[config.mk]
export PLATFORM = sky130hd
export DESIGN_NAME = cnn_window_scheduler
export DESIGN_NICKNAME = d
export VERILOG_FILES = /design/src/rtl/cnn_window_scheduler.sv
export SDC_FILE = /design/constraint.sdc
export NUM_CORES = 1
export LEC_CHECK = 0
export CAP_MARGIN = 0
export CORE_MARGIN = 5
export CORE_UTILIZATION = 45
export CTS_CLUSTER_SIZE = 8
export DETAILED_ROUTE_END_ITERATION = 6
export GPL_TIMING_DRIVEN = 0
export PLACE_DENSITY = 0.92
export REMOVE_ABC_BUFFERS = 1
export SLEW_MARGIN = 25
export SYNTH_ARGS = -nofsm -noshare
export SYNTH_HDL_FRONTEND = slang
export SYNTH_SLANG_ARGS = --single-unit
[constraint.sdc]
create_clock -name clk -period 4.2 [get_ports clk]
set_input_delay 0.42 -clock clk [delete_from_list [all_inputs] [get_ports clk]]
set_output_delay 0.42 -clock clk [all_outputs]
set_load 0.01 [all_outputs]
[src/rtl/cnn_window_scheduler.sv]
// Window sequencer: sweeps a SIZE x SIZE stride-1 window over a feature map in single-port SRAM,
// packs each window's pixels and presents them with a latched kernel over valid/ready.
module cnn_window_scheduler #(
    parameter int SIZE       = 3,
    parameter int DATA_WIDTH = 8,
    parameter int IMG_W      = 8,
    parameter int IMG_H      = 8,
    parameter int ADDR_WIDTH = 8
) (
    input  logic                            clk,
    input  logic                            rst_n,
    input  logic                            start,
    input  logic [SIZE*SIZE*DATA_WIDTH-1:0] kernel_in,
    output logic                            busy,
    output logic                            done,
    output logic                            mem_rd_en,
    output logic [ADDR_WIDTH-1:0]           mem_addr,
    input  logic [DATA_WIDTH-1:0]           mem_rdata,
    output logic                            win_valid,
    input  logic                            win_ready,
    output logic [SIZE*SIZE*DATA_WIDTH-1:0] win_data,
    output logic [SIZE*SIZE*DATA_WIDTH-1:0] win_kernel,
    output logic [7:0]                      win_row,
    output logic [7:0]                      win_col,
    output logic                            win_last
);

    localparam int NPIX = SIZE * SIZE;
    localparam int KW   = $clog2(NPIX + 1);
    localparam int IW   = $clog2(SIZE + 1);
    localparam logic [7:0]    LAST_ROW  = 8'(IMG_H - SIZE);
    localparam logic [7:0]    LAST_COL  = 8'(IMG_W - SIZE);
    localparam logic [IW-1:0] EDGE_LAST = IW'(SIZE - 1);

    typedef enum logic [2:0] {
        S_IDLE,
        S_FETCH,
        S_DRAIN,
        S_ISSUE,
        S_DONE
    } state_t;

    state_t        state;
    state_t        state_next;
    logic [IW-1:0] fetch_i;
    logic [IW-1:0] fetch_j;
    logic [KW-1:0] rd_idx;
    logic          rd_pending;
    logic          fetch_last;
    logic          at_last;

    assign fetch_last = (fetch_i == EDGE_LAST) && (fetch_j == EDGE_LAST);
    assign at_last    = (win_row == LAST_ROW) && (win_col == LAST_COL);

    always_ff @(posedge clk or negedge rst_n) begin
        if (!rst_n) begin
            state <= S_IDLE;
        end else begin
            state <= state_next;
        end
    end

    always_comb begin
        state_next = state;
        case (state)
            S_IDLE:  if (start) state_next = S_FETCH;
            S_FETCH: if (fetch_last) state_next = S_DRAIN;
            S_DRAIN: state_next = S_ISSUE;
            S_ISSUE: if (win_ready) state_next = at_last ? S_DONE : S_FETCH;
            S_DONE:  state_next = S_IDLE;
            default: state_next = S_IDLE;
        endcase
    end

    always_comb begin
        busy      = 1'b0;
        done      = 1'b0;
        mem_rd_en = 1'b0;
        mem_addr  = '0;
        win_valid = 1'b0;
        win_last  = 1'b0;
        case (state)
            S_FETCH: begin
                busy      = 1'b1;
                mem_rd_en = 1'b1;
                mem_addr  = ADDR_WIDTH'((32'(win_row) + 32'(fetch_i)) * 32'(IMG_W)
                                        + 32'(win_col) + 32'(fetch_j));
            end
            S_DRAIN: busy = 1'b1;
            S_ISSUE: begin
                busy      = 1'b1;
                win_valid = 1'b1;
                win_last  = at_last;
            end
            S_DONE:  done = 1'b1;
            default: ;
        endcase
    end

    // Read data lands one cycle after its strobe, so the slot index is pipelined alongside it.
    always_ff @(posedge clk or negedge rst_n) begin
        if (!rst_n) begin
            fetch_i    <= '0;
            fetch_j    <= '0;
            rd_pending <= 1'b0;
            rd_idx     <= '0;
            win_data   <= '0;
            win_kernel <= '0;
            win_row    <= '0;
            win_col    <= '0;
        end else begin
            rd_pending <= (state == S_FETCH);
            rd_idx     <= KW'(32'(fetch_i) * 32'(SIZE) + 32'(fetch_j));
            for (int s = 0; s < NPIX; s++) begin
                if (rd_pending && (rd_idx == KW'(s))) begin
                    win_data[s*DATA_WIDTH +: DATA_WIDTH] <= mem_rdata;
                end
            end
            case (state)
                S_IDLE: begin
                    if (start) begin
                        win_kernel <= kernel_in;
                        win_row    <= '0;
                        win_col    <= '0;
                        fetch_i    <= '0;
                        fetch_j    <= '0;
                    end
                end
                S_FETCH: begin
                    if (fetch_j == EDGE_LAST) begin
                        fetch_j <= '0;
                        fetch_i <= fetch_last ? '0 : fetch_i + IW'(1);
                    end else begin
                        fetch_j <= fetch_j + IW'(1);
                    end
                end
                S_ISSUE: begin
                    if (win_ready && !at_last) begin
                        if (win_col == LAST_COL) begin
                            win_col <= '0;
                            win_row <= win_row + 8'd1;
                        end else begin
                            win_col <= win_col + 8'd1;
                        end
                    end
                end
                default: ;
            endcase
        end
    end

endmodule
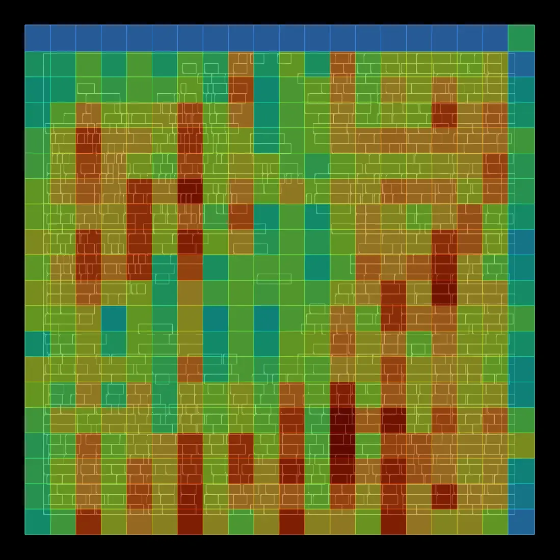
*Track usage over the die*
met3 demand-to-capacity share in global routing: 5.552%
GRT Overall Usage: 22.19%
layer with the highest usage: met2

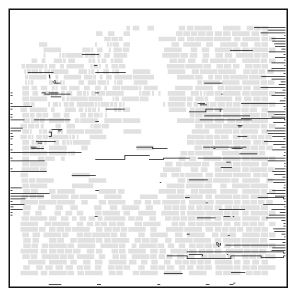
*The metal 3 layer*
Scale: 2 px per um.
- nets with wire on the layer: 157
- share of all routed wire: 5.8%

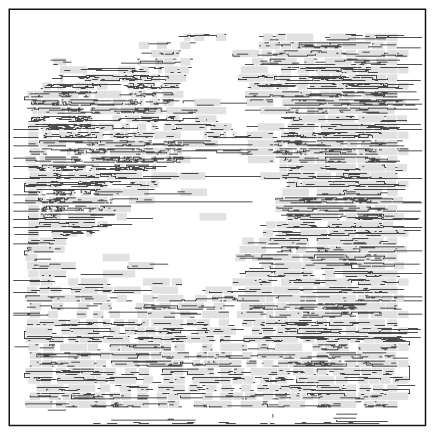
*Met1 routing*
Scale: 3 px per um.
- longest straight run: 38.6 um
- main direction: horizontal
- share of all routed wire: 40%
- nets with wire on the layer: 822
- wire length on this layer: 8440 um
WL final: 21060 um
Global Route met1 Usage: 27.10%
number of vias in the routed layout: 5451

==> run summary <==
impl run done, here's what came out: result of the run=completed, HP Class=flop to flop, dominant kind of combinational cell=multiplexers, number of H-tree branching levels=4, final instance area=approximately 11000 um2, number of failing setup endpoints in the final timing report=0, worst slew pin tran=0.8505 ns, Mapped Avg Cell Area=14.00 um2, wire length the detailed router placed on met1=8434 um, number of distinct library cell variants in the gate-level netlist after synthesis=about 53, max cap viols=0, endpoint of the worst setup timing path=mem_addr[7], Logic power comb=approximately 4 mW, total of buffers placed on input and output ports=256, inverter tally of the final layout excluding the clock network=11, final period utilization=88.69%, critical path data required time=3.78 ns, vias in the first global route=between 5k and 6k, Num CTS Buffers=17, simple-gate share of the synthesized area=6.945%, CP Max Fanout=10, leading cell types by total area after synthesis=sky130_fd_sc_hd__dfrtp_1 (58%), sky130_fd_sc_hd__mux2_2 (22%), sky130_fd_sc_hd__ha_1 (2.5%), worst-case hold slack=slightly above 0.5 ns, switching power summed over all nets=2.904 mW, critical register-to-register path endpoint=win_kernel[8], Rel. slew slack=about two fifths, final routed wire length divided by cell count=20.65 um, Clock buf/inv share=5.642%, worst setup slack after layout=0.4751 ns, Logic area=around 3000 um2, instance count on the critical path=9, total overflow reported by the global router=0, area share, top type=58.13%, maximum clock rate=around 270 MHz, pin count of the biggest net entering global routing=93, CTS Buffer Depth=2, power consumed by the clock network=around 1.6 mW, Total Nets Final=895, amount of wire on met2 after detailed routing=between 10000 and 15000 um, Remaining DRCs=0, Worst path most repeated cell=sky130_fd_sc_hd__ha_1, Largest cell class=sequential cells, maximum resistive drop on vdd=0.3740 mV, Root Buffer=sky130_fd_sc_hd__clkbuf_16, placement row count=46, commonest non-fill, non-tap cell in the layout=sky130_fd_sc_hd__clkdlybuf4s50_1, post-synthesis xor/xnor area fraction=0.9463%, Post CTS Setup Buffer Count=0, Post-Synth AOI/OAI Area=5.728%, unrepaired setup endpoints after global routing=no, Final Non-Filler Cells=1020, Final Critical Period=3.725 ns, CP Data Arrival Time=between 3 and 4 ns, count of instantiated cells in the yosys netlist=529, cell leakage power=4.562 nW, non-clock buffer area fraction after layout=around 25%, flip-flop and latch share of the layout cell area=39.61%, Util after Layout=between 60 and 70%, Die ar.=19120 um2, flip-flop and latch count=172, kind of end point of the critical path=primary output, Syn-to-layout area delta=46.76%, relative contribution of combinational cells to total power=46.8%, cell-by-cell trace of the critical path=ha_1 -> fa_1 -> xor2_1 -> ha_1 -> nand2_1 -> o21ai_0 -> and3_1 -> nor3_1 -> clkdlybuf4s50_1, worst reg2reg startpoint=state[1], GR Layer Usage met2=about 39%, Non-clock buffers=266, detail-routed via count per cell=5.344, # diodes=1, Final Hold Violating Endpoints=0, Setup crit start kind=flop, layout cells sized above 1=approximately a quarter, Internal Pwr Total=5.802 mW, Post-Syn Area=approximately 7400 um2, share of cell area taken by muxes after synthesis=22.61%, clock sink count=172, post-layout total power=8.706 mW, FF/Latch Area=4304 um2, Pins Over Slew Limit=0, launching element of the worst setup path=win_row[0], source-to-sink clock delay at the later pin of the worst-skew pair=0.42 ns, CTS clk-pin slew, worst paths=roughly 0.070 ns, power density cells=801.1 nW/um2, setup slack on the worst flop-to-flop path=about 2 ns, TritonCTS clock tree=built, highest routing layer actually used=met4, sequential share of power=34.4%, share of power burned in the clock network=between 10% and 20%, layout multi-input combinational cell count=324, DR pass1 iterations=4, leading area contributor after synthesis=sky130_fd_sc_hd__dfrtp_1, Met3 Routed Length=1217 um, number of I/O pins=257, library cell contributing the largest single delay on the critical path=sky130_fd_sc_hd__clkdlybuf4s50_1, remaining number of nets flagged by the antenna check after routing=0, switching portion of total power=33.35%, n_taps=216, post-synthesis adder-cell area fraction=3.616%, horizontal die dimension=138.3 um, Sequential Power=2.99 mW, CLK BUF=19, DR iter-0 viols=325, sum of buffers and inverters on the critical path=1, Die Y=roughly 140 um, global-route wire length before repair=33650 um, initial antenna violation count=1, delay of the slowest cell on the worst path=0.58 ns
[synth_stat cells (all sizes together)]
cell type and number:
nor4 1, nor2 22, o22a 1, nand3 8, o41a 1, a41oi 7
xor2 3, or2 1, inv 11, or3b 1, or4b 1, nor3b 4
mux2i 3, a22o 1, a31oi 11, nand2b 2, a21o 1, o21bai 2
o21ai 14, o2111ai 1, fa 4, and3 4, clkbuf 7, a21oi 12
nor3 2, nor4bb 1, buf 15, o21a 2, o221ai 1, nor4b 3
a2111oi 2, ha 15, a31o 2, mux2 146, xnor2 5, nand2 20
or3 3, nand3b 4, dfrtp 172, and2 6, nand4bb 1, nand4b 2
o211ai 2, nor2b 2
Power figures rest on the tool's default switching activity, not on a simulated workload.
